### Metal layers overlaid, run 1

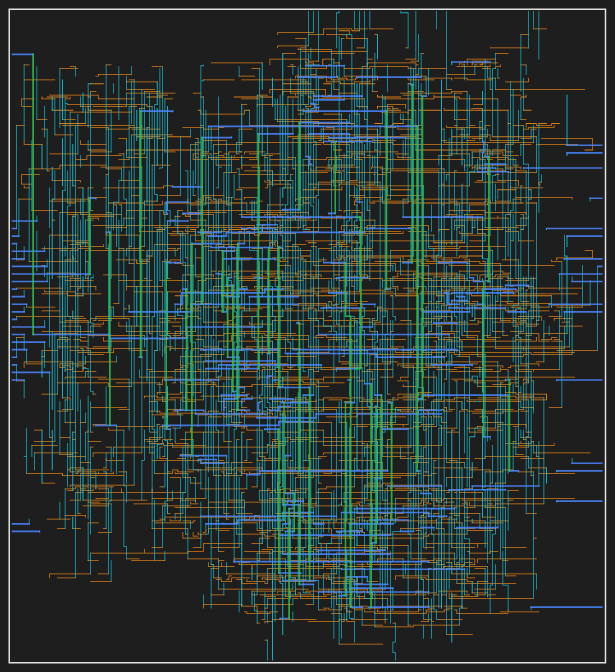
### Cell outlines without signal wires, run 1

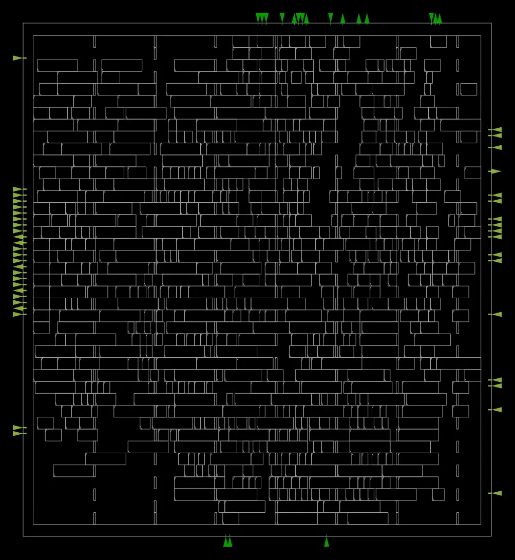
### Placement by cell class, run 1

Fill, decap, tap and diode cells in gray.
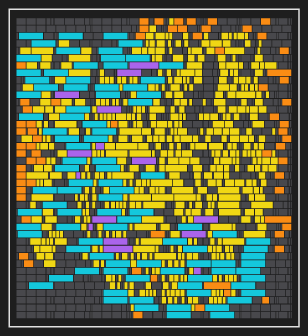
$ cat src/rtl/am29xx_slice_pair.sv
// One 4-bit Am2901-style ALU slice plus one 4-bit Am2909/Am2911-style
// microprogram sequencer slice. The two halves share clock and reset only.
// Carry chains leave the slice so several slices can be cascaded.
module am29xx_slice_pair #(
  parameter bit SEQ_2909 = 1'b1
) (
  input  logic       clock,
  input  logic       reset,
  input  logic [3:0] alu_din,
  input  logic [3:0] alu_a,
  input  logic [3:0] alu_b,
  input  logic [2:0] alu_src,
  input  logic [2:0] alu_op,
  input  logic [2:0] alu_dest,
  input  logic       alu_cin,
  input  logic       ram0_in,
  input  logic       ram3_in,
  input  logic       q0_in,
  input  logic       q3_in,
  output logic [3:0] alu_y,
  output logic       alu_cout,
  output logic       alu_zero,
  output logic       alu_f3,
  output logic       alu_ovr,
  input  logic [3:0] seq_din,
  input  logic [3:0] seq_rin,
  input  logic [3:0] seq_orin,
  input  logic [1:0] seq_s,
  input  logic       seq_zero_n,
  input  logic       seq_cin,
  input  logic       seq_re_n,
  input  logic       seq_fe_n,
  input  logic       seq_pup,
  output logic [3:0] seq_y,
  output logic       seq_cout
);

  // ALU function unit: returns {ovr, cout, F}. Subtraction forms invert one
  // operand and rely on cin for the two's-complement +1.
  function automatic logic [5:0] alu_func(input logic [2:0] op,
                                          input logic [3:0] r,
                                          input logic [3:0] s,
                                          input logic       cin);
    logic [3:0] x;
    logic [3:0] y;
    logic [4:0] sum;
    logic [3:0] low;
    logic [5:0] res;
    x   = r;
    y   = s;
    res = 6'd0;
    case (op)
      3'd1:    x = ~r;
      3'd2:    y = ~s;
      default: ;
    endcase
    sum = {1'b0, x} + {1'b0, y} + {4'd0, cin};
    low = {1'b0, x[2:0]} + {1'b0, y[2:0]} + {3'd0, cin};
    case (op)
      3'd0, 3'd1, 3'd2: res = {low[3] ^ sum[4], sum[4], sum[3:0]};
      3'd3:    res = {2'b00, r | s};
      3'd4:    res = {2'b00, r & s};
      3'd5:    res = {2'b00, ~r & s};
      3'd6:    res = {2'b00, r ^ s};
      default: res = {2'b00, ~(r ^ s)};
    endcase
    return res;
  endfunction

  logic [3:0] ram [16];
  logic [3:0] q_reg;
  logic [3:0] a_data;
  logic [3:0] b_data;
  logic [3:0] r_opnd;
  logic [3:0] s_opnd;
  logic [3:0] alu_f;
  logic [5:0] alu_res;

  assign a_data = ram[alu_a];
  assign b_data = ram[alu_b];

  // Operand source selection (R,S)
  always_comb begin
    r_opnd = 4'd0;
    s_opnd = 4'd0;
    case (alu_src)
      3'd0: begin r_opnd = a_data;  s_opnd = q_reg;  end
      3'd1: begin r_opnd = a_data;  s_opnd = b_data; end
      3'd2: begin r_opnd = 4'd0;    s_opnd = q_reg;  end
      3'd3: begin r_opnd = 4'd0;    s_opnd = b_data; end
      3'd4: begin r_opnd = 4'd0;    s_opnd = a_data; end
      3'd5: begin r_opnd = alu_din; s_opnd = a_data; end
      3'd6: begin r_opnd = alu_din; s_opnd = q_reg;  end
      default: begin r_opnd = alu_din; s_opnd = 4'd0; end
    endcase
  end

  assign alu_res  = alu_func(alu_op, r_opnd, s_opnd, alu_cin);
  assign alu_f    = alu_res[3:0];
  assign alu_cout = alu_res[4];
  assign alu_ovr  = alu_res[5];
  assign alu_zero = (alu_f == 4'd0);
  assign alu_f3   = alu_f[3];
  assign alu_y    = (alu_dest == 3'd2) ? a_data : alu_f;

  // RAM and Q register updates, including the up/down shift paths
  always_ff @(posedge clock or negedge reset) begin
    if (!reset) begin
      for (int i = 0; i < 16; i++) ram[i] <= 4'd0;
      q_reg <= 4'd0;
    end else begin
      case (alu_dest)
        3'd2, 3'd3: ram[alu_b] <= alu_f;
        3'd4, 3'd5: ram[alu_b] <= {ram3_in, alu_f[3:1]};
        3'd6, 3'd7: ram[alu_b] <= {alu_f[2:0], ram0_in};
        default: ;
      endcase
      case (alu_dest)
        3'd0: q_reg <= alu_f;
        3'd4: q_reg <= {q3_in, q_reg[3:1]};
        3'd6: q_reg <= {q_reg[2:0], q0_in};
        default: ;
      endcase
    end
  end

  logic [3:0] upc;
  logic [3:0] ar;
  logic [3:0] stack [4];
  logic [1:0] sp;
  logic [1:0] sp_inc;
  logic [3:0] seq_mux;

  assign sp_inc = sp + 2'd1;

  // Sequencer address source selection
  always_comb begin
    seq_mux = 4'd0;
    case (seq_s)
      2'd0:    seq_mux = upc;
      2'd1:    seq_mux = ar;
      2'd2:    seq_mux = stack[sp];
      default: seq_mux = seq_din;
    endcase
  end

  // The Am2911 variant has no OR inputs, so they are masked off here.
  assign seq_y    = seq_zero_n ? (seq_mux | (SEQ_2909 ? seq_orin : 4'd0)) : 4'd0;
  assign seq_cout = seq_cin & (seq_y == 4'hF);

  // uPC, address register and push/pop stack; a push saves the pre-edge uPC
  always_ff @(posedge clock or negedge reset) begin
    if (!reset) begin
      upc <= 4'd0;
      ar  <= 4'd0;
      sp  <= 2'd0;
      for (int i = 0; i < 4; i++) stack[i] <= 4'd0;
    end else begin
      upc <= seq_y + {3'd0, seq_cin};
      if (!seq_re_n) ar <= SEQ_2909 ? seq_rin : seq_din;
      if (!seq_fe_n) begin
        if (seq_pup) begin
          sp            <= sp_inc;
          stack[sp_inc] <= upc;
        end else begin
          sp <= sp - 2'd1;
        end
      end
    end
  end

endmodule

$ cat config.mk
export PLATFORM = sky130hd
export DESIGN_NAME = am29xx_slice_pair
export DESIGN_NICKNAME = d
export VERILOG_FILES = /design/src/rtl/am29xx_slice_pair.sv
export SDC_FILE = /design/constraint.sdc
export NUM_CORES = 1
export LEC_CHECK = 0
export CAP_MARGIN = 25
export CORE_ASPECT_RATIO = 1.1
export CORE_MARGIN = 2
export CORE_UTILIZATION = 55
export CTS_CLUSTER_DIAMETER = 50
export DETAILED_ROUTE_END_ITERATION = 10
export PLACE_DENSITY = 0.83
export SYNTH_ARGS = -nofsm -noshare
export SYNTH_HDL_FRONTEND = slang
export SYNTH_SLANG_ARGS = --single-unit
$ cat constraint.sdc
create_clock -name clock -period 13.6 [get_ports clock]
set_input_delay 3.4 -clock clock [delete_from_list [all_inputs] [get_ports clock]]
set_output_delay 3.4 -clock clock [all_outputs]
set_load 0.02 [all_outputs]
==> ci_impl_report.md, run 1 <==
### Metrics collected by this job

| Metric | Value |
|---|---|
| Arrival time at the worst endpoint | 8.36 ns |
| Late-Pin Clk Latency | 0.34 ns |
| Max stage delay on crit path | roughly 0.96 ns |
| Flops after synth | 94 |
| Largest register FFs | 64 |
| Worst-path clk slew | 0.06 ns |
| Max_cap viols | 0 |
| Yosys stat area | 6397 sq um |
| Htree depth | 3 |
| CTS Buf Count | 9 |
| Max FO, Critical Path | 13 |
| Endpoint of the worst hold path | stack[1] |
| Highest-count logic cell in the final layout | dfrtp_1 |
| Post CTS Setup Buffer Count | 0 |
| Register share after synthesis | 36.77% |
| Largest net degree at the start of global routing | 83 |
| Comb area | roughly 3800 sq um |
| Top cells by area | dfrtp_1, mux4_2, mux2_2 |
| Antenna Nets Post-Route | 0 |
| Placed cell count | 823 |
| Combinational Gates | 505 |
| Number of nets at floorplan | between 700 and 800 |
| Mux area share | a little over 20% |
| Comb area leader | multiplexers |
| Max-slew violations | 0 |
| Crit. End Element | output pin |
| Slowest cell on crit path | clkdlybuf4s50_1 |
| Post-route setup slack | 1.840 ns |
| Outcome | finished clean |
| Max Fclk | between 80 and 90 MHz |
| Taps Inserted | 150 |
| Starting DRT DRC Count | just under 600 |
| Slew margin rel. | 30.09% |
| Top reg by flops | ram |
| DR vias | 5,634 |
| Die width | 106.8 um |
| RR Endpoint | ram[6] |
| Depth of the worst register-to-register path | 11 |
| Diodes inserted | 0 |
| Tot Pwr | between 1000 and 1500 uW |
| First-pass GRT wire length | around 29,000 um |
| Post-synth top cells | dfrtp_1, nand2_1, nor2_1 |
| Main power group | registers |
| Hold path cells | 1 |
| Comb/total area | 51.28% |
| Top Layout Cells | dfrtp_1, nand2_1, clkdlybuf4s50_1 |
| Synth async-reset ratio | 100.0% |
| WL met2 | 8995 um |
| Top delay family on crit path | buffers and inverters |
| Routability congestion estimate | 0.9876 |
| Top class by area | logic gates |
| Mean Syn Cell Area | 9.797 sq um |
| Final nets | 749 |
| CP Class | in2out |
| Final setup vio count | 0 |
| CTS tree | yes |
| Worst hold margin | around 0.51 ns |
| Critical Path Stages | 16 |
| Stage-log warning count | 29 |
| Clock sinks | 94 |
| DRC violations left | 0 |
| Worst hold path startpoint | stack[1] |
| Cell Type Count | 65 |
| Worst path cell trace | clkdlybuf4s50_1, buf_8, mux4_2, a22oi_1, o211a_1, nor3b_2, xor2_1, fa_1, inv_1, fa_1, xor2_1, a22oi_1, o31ai_1, nor2_1, and3_1, clkdlybuf4s50_1 |
| Startpoint Class | input pin |
-- 'Metal layers overlaid' (at the start) --
legend:
  met2:
    color: cyan
    wire_length: 9,000 um
  met4:
    color: green
    wire_length: 1,070 um
  met1:
    color: orange
    wire_length: 6,750 um
  met3:
    color: blue
    wire_length: 1,430 um

-- 'Cell outlines without signal wires' (at the start) --
fillers: 918
Layout Cells excl Fill: 841
seq_cells: 94

-- 'Placement by cell class' (at the start) --
legend:
  clock drivers and dummy loads:
    color: purple
    cells: 15
  flip-flops:
    color: cyan
    cells: 94
  other buffers and delay cells:
    color: orange
    cells: 66
  all other logic:
    color: yellow
    cells: 516
Core ar.: 11,390 sq um
fraction of area in registers: 31.85%
Non-Filler Cell Area, Final: 7386 sq um
row count: 41
final design utilization: 64.85%

==> run 2, diff against run 1 <==
- ABC_AREA: not set -> 1
- PLACE_DENSITY: 0.83 -> 0.81
==> ci_impl_report.md, run 2 <==
### Metrics collected by this job

| Metric | Value |
|---|---|
| Crit share post-route | a little under nine tenths |
| Post-route minimum period | 11.73 ns |
| Detailed-placement wirelength estimate | 18,930 um |
| Sw Share | between 40 and 50% |
| First drt pass iteration count | 6 |
| Number of nets at floorplan | 1,547 (+120%) |
| Clock sinks | 94 (unchanged) |
| Most numerous cell in the Yosys netlist | nand2_1 |
| Largest register FFs | 64 (unchanged) |
| Final nets | 1,575 (+110%) |
| Taps Inserted | 196 (+31%) |
| Crit. End Element | output pin |
| Register area | 2352 sq um |
| Via density | roughly 5.6 |
| Xor+xnor area frac | 1.424% |
| Post-route setup slack | 1.865 ns (+0.02521 ns) |
| Largest net degree at the start of global routing | 78 (-6.0%) |
| Clock Skew | 0.01586 ns |
| Clock share of power | between 20% and 30% |
| Starting DRT DRC Count | 866 (+50%) |
| Top sig layer | met4 |
| Top class by area | logic gates |
| WL final | 26,780 um |
| Worst path cell trace | clkdlybuf4s50_1, inv_1, nand3_1, nand3_1, nand3_1, nand2_1, nand2_1, nand3_1, xnor2_1, fa_1, inv_1, fa_1, or2_2, a311oi_1, o21ai_4, nand2_4, nand2_1, nor3_1, clkdlybuf4s50_1 |
| Buf/Inv on CP | 4 |
| Arrival time at the worst endpoint | 8.33 ns (-0.03 ns) |
| Crit-path most repeated cell | nand3_1 |
| Post-cts repair resize count | 0 |
| Antenna Nets Post-Route | 0 (unchanged) |
| Setup tns final | 0 ns |
| Netlist Area Pre-Place | roughly 8600 sq um |
| P&R area growth vs syn | 10.48% |
| Net Sw Power | 516.2 uW |
| Grt met1 use | 42.83% |
| CP Class | in2out |
| Comb area | 5130 sq um (+35%) |
| Worst-path clk slew | 0.08 ns (+0.02 ns) |
| Routability congestion estimate | 1.001 (+1.3%) |
| DR vias | 9,587 (+70%) |
| Inverters | 213 |
| Top reg by flops | ram |
| Register share after synthesis | 27.32% (-9.4 points) |
| Seq_cells | 94 (unchanged) |
| Mux area share | 0.5232% (-20 points) |
| WL met2 | 12,370 um (+37%) |
| Clock buffers | 9 |
| Largest regs | ram (64), stack (16) |
| Worst hold margin | 0.4869 ns (-0.02200 ns) |
| Worst hold path startpoint | stack[2] |
| Htree depth | 3 (unchanged) |
| Fillers | 1,431 (+56%) |
| Power Combinational | 492 uW |
| Top-area cell share | 27.32% |
| Max stage delay on crit path | 0.88 ns (-0.08 ns) |
| Post-synth top cells | nand2_1, inv_1, nor2_1 |
| Pleak | 0.005140 uW |
| Starting Density | 56.75% |
| Mean Syn Cell Area | 5.798 sq um (-41%) |
| Cell-internal power | approximately 650 uW |
| Met2 Use GR | between 50 and 60% |
| Non-Filler Cell Area, Final | 9512 sq um (+29%) |
| Stage-log warning count | 29 (unchanged) |
| Non-clk buf share | around 7.1% |
| Startpoint Class | input pin |
| Drt wl/cell | 15.62 um |
| Late-Pin Clk Latency | 0.37 ns (+0.03 ns) |
| Cell Type Count | 36 (-45%) |
| Comb area leader | simple AND/OR/NAND/NOR gates |
| Max Fclk | 85.22 MHz (+0.21%) |
| GR Util met3 | 5.471% |
| Logic gate share of total power | between 40% and 50% |
| Post-Route M1 WL | ~11,000 um |
| Final design utilization | 62.69% (-2.2 points) |
| Placed Area | ~9200 sq um |
| WL met3 | 2144 um |
| Placed cell count | 1,697 (+110%) |
| Synth async-reset ratio | 100.0% (unchanged) |
| Slowest cell on crit path | clkdlybuf4s50_1 |
| RR Endpoint | ram[34] |
| Clk cell area share | 3.275% |
| Core ar. | 15,170 sq um (+33%) |
| Commonest flop | dfrtp_1 |
| Io pins | roughly 60 |
| EDFF count, synth | 0 |
| CTS tree | yes |
| Endpoint of the worst hold path | stack[2] |
| Max_cap viols | 0 (unchanged) |
| Dpl ws | 1.922 ns |
| Simple Share, Synth | between 40% and 50% |
| Die width | 123.3 um (+15%) |
| GRT Total Usage | 33.32% |
| Depth of the worst register-to-register path | 21 (+10) |
| Yosys stat area | 8610 sq um (+35%) |
| Tot Pwr | 1164 uW (+1.9%) |
| Top cells by area | dfrtp_1, nand2_1, nand3_1 |
| Hold path cells | 2 (+1) |
| Most Used Layer, Global Route | met2 |
| Aoi share | 10.19% |
| Worst hold-check path type | reg2reg |
| Setup crit start | alu_a[1] |
| Clk. pwr | 269 uW |
| Seq group | 403 uW |
| Final hold violation count | 0 |
| First-pass GRT wire length | 44,170 um (+52%) |
| Seq pwr share | 34.6% |
| DRC violations left | 0 (unchanged) |
| Diodes inserted | 0 (unchanged) |
| Comb/total area | 53.93% (+2.7 points) |
| Critical R2R Launch | ram[16] |
| VDD IR max | 0.08739 mV |
| Main power group | combinational cells |
| Highest-count logic cell in the final layout | nand2_1 |
| Non-clock buffers | between 60 and 70 |
| Final setup vio count | 0 (unchanged) |
| Syn Inst Count | 1,485 |
| Yosys Instances | between 1,000 and 1,500 |
| Post-synth top area cell | dfrtp_1 |
| PortBufs | 59 |
| Fraction of area in registers | 24.73% (-7.1 points) |
| Max-slew violations | 0 (unchanged) |
| Outcome | finished clean |
| Slew margin rel. | 32.37% (+2.3 points) |
| Die height | 135.2 um |
| Grt ovf | 0 |
| Critical Path End | alu_zero |
| RSZ-0062 raised after global routing | false |
| Top delay family on crit path | buffers and inverters |
| Worst-Margin Slew | 1.011 ns |
| Post CTS Setup Buffer Count | 0 (unchanged) |
| Combinational Gates | 1,127 (+120%) |
| CTS Buf Count | 9 (unchanged) |
| Flops after synth | 94 (unchanged) |
| Max FO, Critical Path | 18 (+5) |
| P per Cell Area | 122.4 nW/um^2 |
| Top Layout Cells | nand2_1, inv_1, nor2_1 |
| Critical Path Stages | 19 (+3) |
### Metal layers overlaid, run 2

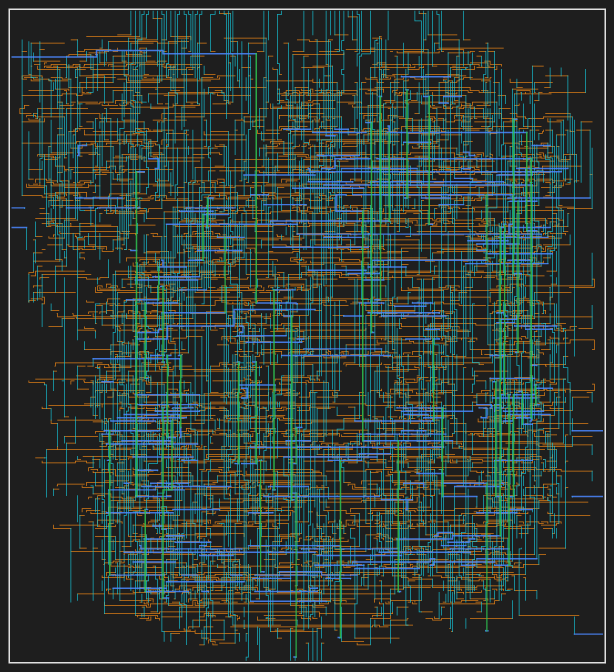
legend:
  met2:
    color: cyan
    wire_length: 12,400 um
  met4:
    color: green
    wire_length: 1,180 um
  met3:
    color: blue
    wire_length: 2,140 um
  met1:
    color: orange
    wire_length: 11,100 um

### Cell outlines without signal wires, run 2

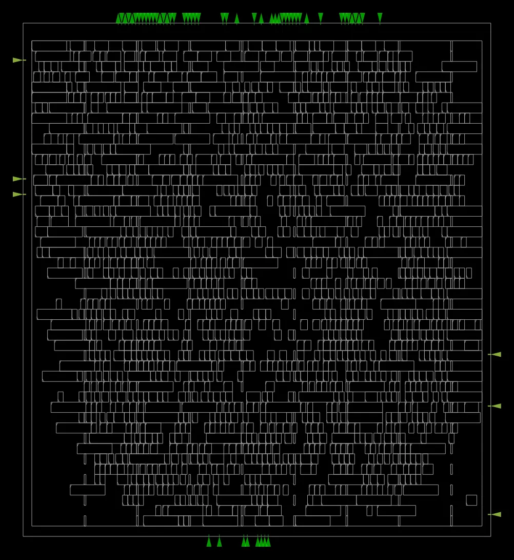
Layout Cells excl Fill: 1,714
row count: 47

Power figures rest on the tool's default switching activity, not on a simulated workload.
